## src/rtl/cle_pkg.sv

```systemverilog
// Shared constants, FSM state encoding and label-table entry layout for cle_stats.
package cle_pkg;

  localparam int unsigned IMG_W  = 32;
  localparam int unsigned IMG_H  = 32;
  localparam int unsigned PIX    = IMG_W * IMG_H;
  localparam int unsigned AW     = 10;
  localparam int unsigned LW     = 8;
  localparam int unsigned AREA_W = 11;
  localparam int unsigned CRD_W  = 5;
  localparam int unsigned SUM_W  = 15;

  typedef enum logic [2:0] {
    IDLE,
    CLR,
    SCAN,
    EMIT,
    DONE
  } state_e;

  typedef struct packed {
    logic [AREA_W-1:0] area;
    logic [CRD_W-1:0]  xmin;
    logic [CRD_W-1:0]  xmax;
    logic [CRD_W-1:0]  ymin;
    logic [CRD_W-1:0]  ymax;
    logic [SUM_W-1:0]  sum_x;
    logic [SUM_W-1:0]  sum_y;
  } entry_t;

  // Empty entry: inverted box so the first pixel sets both min and max.
  function automatic entry_t entry_clr();
    entry_t e;
    e       = '0;
    e.xmin  = CRD_W'(IMG_W - 1);
    e.ymin  = CRD_W'(IMG_H - 1);
    return e;
  endfunction

endpackage

```

## src/rtl/cle_stats_entry.sv

```systemverilog
// One label's accumulator: area, bounding box and (optionally) coordinate sums.
// Ports: clk, reset (async, active-high), clr (load empty entry), upd (add pixel
// at row/col), ent (current entry contents).
// Sums are only accumulated when CLE_STATS_CENTROID_EN is defined; otherwise
// they stay at zero.
module cle_stats_entry
  import cle_pkg::*;
(
  input  logic             clk,
  input  logic             reset,
  input  logic             clr,
  input  logic             upd,
  input  logic [CRD_W-1:0] row,
  input  logic [CRD_W-1:0] col,
  output entry_t           ent
);

  entry_t ent_q, ent_d;

  // Update is same-cycle from the flop, so back-to-back pixels of one label chain correctly.
  always_comb begin
    ent_d = ent_q;
    if (clr) begin
      ent_d = entry_clr();
    end else if (upd) begin
      if (ent_q.area != AREA_W'(PIX)) ent_d.area = ent_q.area + AREA_W'(1);
      if (col < ent_q.xmin) ent_d.xmin = col;
      if (col > ent_q.xmax) ent_d.xmax = col;
      if (row < ent_q.ymin) ent_d.ymin = row;
      if (row > ent_q.ymax) ent_d.ymax = row;
`ifdef CLE_STATS_CENTROID_EN
      ent_d.sum_x = ent_q.sum_x + SUM_W'(col);
      ent_d.sum_y = ent_q.sum_y + SUM_W'(row);
`endif
    end
`ifndef CLE_STATS_CENTROID_EN
    ent_d.sum_x = '0;
    ent_d.sum_y = '0;
`endif
  end

  always_ff @(posedge clk or posedge reset) begin
    if (reset) ent_q <= entry_clr();
    else       ent_q <= ent_d;
  end

  assign ent = ent_q;

endmodule

```

## src/rtl/cle_stats.sv

```systemverilog
// Connected-component statistics: clears a label table, scans the 32x32 label
// map from SRAM, then emits one record per non-empty label on a valid/ready stream.
// Ports: clk, reset (async, active-high), start, sram_a/sram_q (1-cycle read),
// busy, res_* record stream with res_valid/res_ready, ovf (label out of range
// seen this run), done (one-cycle end-of-run pulse).
// Macro CLE_STATS_CENTROID_EN enables the coordinate sum accumulators.
module cle_stats
  import cle_pkg::*;
#(
  parameter int unsigned MAX_LABELS = 16
) (
  input  logic              clk,
  input  logic              reset,
  input  logic              start,
  output logic [AW-1:0]     sram_a,
  input  logic [LW-1:0]     sram_q,
  output logic              busy,
  output logic              res_valid,
  input  logic              res_ready,
  output logic [LW-1:0]     res_label,
  output logic [AREA_W-1:0] res_area,
  output logic [CRD_W-1:0]  res_xmin,
  output logic [CRD_W-1:0]  res_xmax,
  output logic [CRD_W-1:0]  res_ymin,
  output logic [CRD_W-1:0]  res_ymax,
  output logic [SUM_W-1:0]  res_sum_x,
  output logic [SUM_W-1:0]  res_sum_y,
  output logic              ovf,
  output logic              done
);

  localparam int unsigned IW = $clog2(MAX_LABELS + 1);

  state_e          state_q, state_d;
  logic [AW:0]     cnt_q, cnt_d;
  logic [IW-1:0]   idx_q, idx_d;
  logic [AW-1:0]   daddr_q, daddr_d;
  logic            dval_q, dval_d;
  logic            busy_q, busy_d;
  logic            ovf_q, ovf_d;
  logic            done_q, done_d;
  logic            res_valid_q, res_valid_d;
  logic [LW-1:0]   res_label_q, res_label_d;
  entry_t          res_q, res_d;
  logic            clr_en, upd_en;
  entry_t          ent [MAX_LABELS];
  entry_t          sel;

  // Label table, entry i holds label i+1.
  for (genvar i = 0; i < MAX_LABELS; i++) begin : g_ent
    cle_stats_entry u_ent (
      .clk   (clk),
      .reset (reset),
      .clr   (clr_en && (idx_q == IW'(i))),
      .upd   (upd_en && (sram_q == LW'(i + 1))),
      .row   (daddr_q[AW-1 -: CRD_W]),
      .col   (daddr_q[CRD_W-1:0]),
      .ent   (ent[i])
    );
  end

  // Entry addressed by the emit index.
  always_comb begin
    sel = '0;
    for (int unsigned i = 0; i < MAX_LABELS; i++) begin
      if (idx_q == IW'(i + 1)) sel = ent[i];
    end
  end

  // Next-state and output logic.
  always_comb begin
    state_d     = state_q;
    cnt_d       = cnt_q;
    idx_d       = idx_q;
    daddr_d     = cnt_q[AW-1:0];
    dval_d      = (state_q == SCAN) && (cnt_q != (AW+1)'(PIX));
    busy_d      = busy_q;
    ovf_d       = ovf_q;
    done_d      = 1'b0;
    res_valid_d = res_valid_q;
    res_label_d = res_label_q;
    res_d       = res_q;
    clr_en      = 1'b0;
    upd_en      = 1'b0;

    case (state_q)
      IDLE: begin
        if (start) begin
          state_d = CLR;
          idx_d   = '0;
          busy_d  = 1'b1;
          ovf_d   = 1'b0;
        end
      end
      CLR: begin
        clr_en = 1'b1;
        if (idx_q == IW'(MAX_LABELS - 1)) begin
          state_d = SCAN;
          cnt_d   = '0;
        end else begin
          idx_d = idx_q + IW'(1);
        end
      end
      SCAN: begin
        // dval_q marks sram_q as the data for daddr_q.
        upd_en = dval_q;
        if (dval_q && (sram_q > LW'(MAX_LABELS))) ovf_d = 1'b1;
        if (cnt_q == (AW+1)'(PIX)) begin
          state_d = EMIT;
          idx_d   = IW'(1);
        end else begin
          cnt_d = cnt_q + (AW+1)'(1);
        end
      end
      EMIT: begin
        if (res_valid_q) begin
          if (res_ready) begin
            res_valid_d = 1'b0;
            if (idx_q == IW'(MAX_LABELS)) begin
              state_d = DONE;
              done_d  = 1'b1;
            end else begin
              idx_d = idx_q + IW'(1);
            end
          end
        end else if (sel.area == '0) begin
          if (idx_q == IW'(MAX_LABELS)) begin
            state_d = DONE;
            done_d  = 1'b1;
          end else begin
            idx_d = idx_q + IW'(1);
          end
        end else begin
          res_valid_d = 1'b1;
          res_d       = sel;
          res_label_d = LW'(idx_q);
        end
      end
      DONE: begin
        state_d = IDLE;
        busy_d  = 1'b0;
      end
      default: state_d = IDLE;
    endcase
  end

  always_ff @(posedge clk or posedge reset) begin
    if (reset) begin
      state_q     <= IDLE;
      cnt_q       <= '0;
      idx_q       <= '0;
      daddr_q     <= '0;
      dval_q      <= 1'b0;
      busy_q      <= 1'b0;
      ovf_q       <= 1'b0;
      done_q      <= 1'b0;
      res_valid_q <= 1'b0;
      res_label_q <= '0;
      res_q       <= '0;
    end else begin
      state_q     <= state_d;
      cnt_q       <= cnt_d;
      idx_q       <= idx_d;
      daddr_q     <= daddr_d;
      dval_q      <= dval_d;
      busy_q      <= busy_d;
      ovf_q       <= ovf_d;
      done_q      <= done_d;
      res_valid_q <= res_valid_d;
      res_label_q <= res_label_d;
      res_q       <= res_d;
    end
  end

  assign sram_a    = cnt_q[AW-1:0];
  assign busy      = busy_q;
  assign ovf       = ovf_q;
  assign done      = done_q;
  assign res_valid = res_valid_q;
  assign res_label = res_label_q;
  assign res_area  = res_q.area;
  assign res_xmin  = res_q.xmin;
  assign res_xmax  = res_q.xmax;
  assign res_ymin  = res_q.ymin;
  assign res_ymax  = res_q.ymax;
  assign res_sum_x = res_q.sum_x;
  assign res_sum_y = res_q.sum_y;

endmodule

```

## config.mk

```make
export PLATFORM = sky130hd
export DESIGN_NAME = cle_stats
export DESIGN_NICKNAME = d
export VERILOG_FILES = /design/src/rtl/cle_pkg.sv /design/src/rtl/cle_stats_entry.sv /design/src/rtl/cle_stats.sv
export SDC_FILE = /design/constraint.sdc
export NUM_CORES = 2
export LEC_CHECK = 0
export ABC_AREA = 1
export ABC_CLOCK_PERIOD_IN_PS = 28100
export CORE_MARGIN = 2
export CORE_UTILIZATION = 63
export CTS_CLUSTER_DIAMETER = 150
export DETAILED_ROUTE_END_ITERATION = 8
export PLACE_DENSITY_LB_ADDON = 0.25
export SYNTH_ARGS = -nofsm -noshare
export SYNTH_HDL_FRONTEND = slang
export SYNTH_SLANG_ARGS = --single-unit
```

## constraint.sdc

```tcl
create_clock -name clk -period 28.1 [get_ports clk]
set_input_delay 8.43 -clock clk [delete_from_list [all_inputs] [get_ports clk]]
set_output_delay 8.43 -clock clk [all_outputs]
set_load 0.005 [all_outputs]
```

**Clock routing**

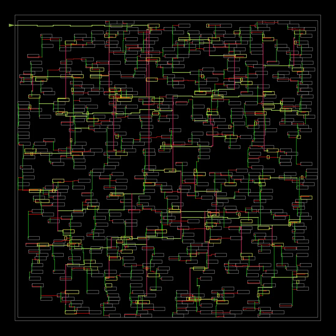
# clk buffers: 100
number of sinks driven by the clock tree: 566
clock latency on the worst-skew pair: 0.62 ns
number of buffers created by CTS: 67

**Routed metal, one color a layer**

Scale bar: 50 um. Only two layers are drawn.
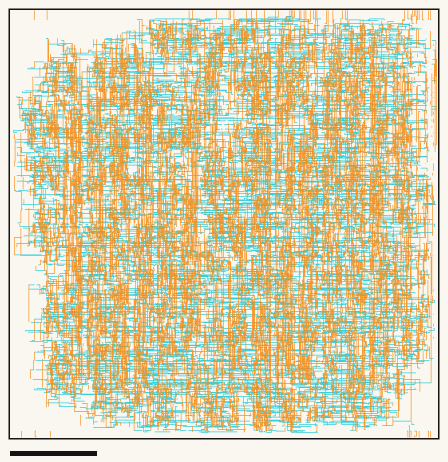
Cyan is metal 1, wire length 44.8 mm. Orange is metal 2, wire length 49.6 mm.

==> datasheet_impl.txt <==
Table: implementation figures

Parameter                              Value

Pwr
  Leakage power .................. 18.3 nW
  Post-layout power .................. 3.07 mW

Logic synthesis
  Yosys cell count .................. 4853
  Flip-flop and latch count after synthesis .................. 566
  Cell taking the most area after synthesis .................. sky130_fd_sc_hd__dfrtp_1
  Most instantiated library cell after synthesis .................. sky130_fd_sc_hd__nand2_1

Critical path
  Endpoint of the worst setup timing path .................. g_ent[14].u_ent.ent[42]$_DFFE_PP0P_
  Data required time of the critical path .................. roughly 29 ns
  Arrival time at the worst endpoint .................. 12.11 ns
  Element type at the critical path start .................. primary input
  Number of buffers and inverters on the critical path .................. 4
  Endpoint class of the critical path .................. flop
  Count of cells along the worst register-to-register path .................. 26

Finish
  Post-layout util .................. 0.699
  Logic share of the area .................. 0.471
  Most frequent logic cell in the layout .................. sky130_fd_sc_hd__nand2_1
  Sequential standard cell area .................. 0.0144 mm^2

STA
  Final Hold Viols .................. 0
  Total Negative Setup Slacks .................. 0 ns
  Setup slack after layout .................. approximately 16 ns
  Final period demand of the worst path .................. roughly 12 ns

Detailed routing
  Met2 Routed Length .................. 49600 um
  Via count .................. roughly 35000
  DR pass1 iterations .................. 6

Job
  Max-cap violation count .................. 0

Outcome
  Run status .................. complete, no violations

Min path
  Path type of the worst min-delay path .................. flop to flop

Global routing
  Initial antenna violation count .................. 3
  Total global-route track usage .................. 0.371
  Wire length of the first global-routing pass .................. ~180000 um

Floorplan
  Top-level I/O count .................. about 95
  Die span in y .................. roughly 250 um
  Num tapcells .................. 765
  Floorplan row count .................. ~88
**Metal 2**

Scale bar: 50 um.
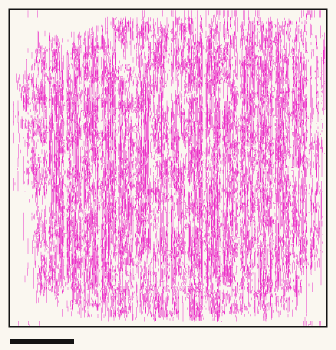
The layer holds 44% of the routed length. The layer carries 49.6 mm of wire. The longest straight run is 83.6 um. 4148 nets have wire on it. The wires run mostly vertical.

**PDN straps and rails**

Scale bar: 50 um. Pins as bars on the die edge.
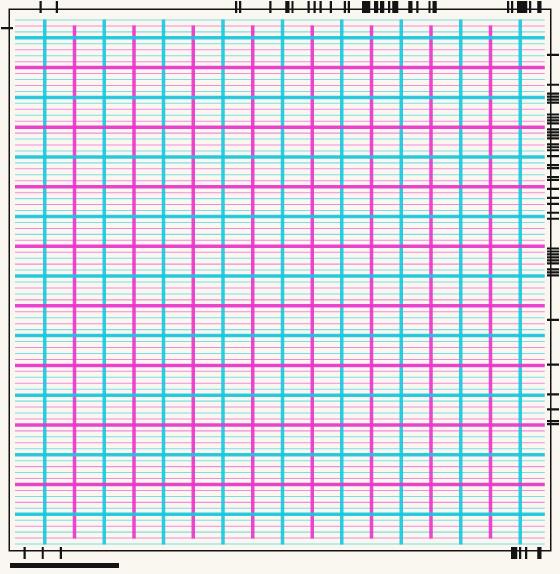
Cyan is VSS. Magenta is VDD.
17 straps on met4. The core has 88 rows. 17 straps on met5.

## where the power goes
group,internal (mW),total [mW],leakage (nW),switching [mW]
Clock,0.547,0.905,1.12,0.358
Sequential,0.933,1.02,7.05,0.0821
Combinational,0.363,1.15,10.1,0.790
Total,1.84,3.07,18.3,1.23
## cells by family (layout without fill, tap and decap cells)
logic type	count (synthesis)	count (layout)	synth area share
fa+ha+maj	327	327	0.110
other cells	1	34	0.000101
buf+inv	956	984	0.103
simple gates	1724	1724	0.201
compound gates	1265	1265	0.195
xor+xnor	14	14	0.00331
flops	566	566	0.387
## sequential cells by signal (all words and copies together), names as in the netlist, 5 cells and up
register and count:
res_ymax 5, res_xmax 5, res_area 11, idx_q 5
res_label 5, res_ymin 5, daddr_q 10, cnt_q 11
res_xmin 5, g_ent.u_ent.ent 496
Power and IR drop assume default switching activity.
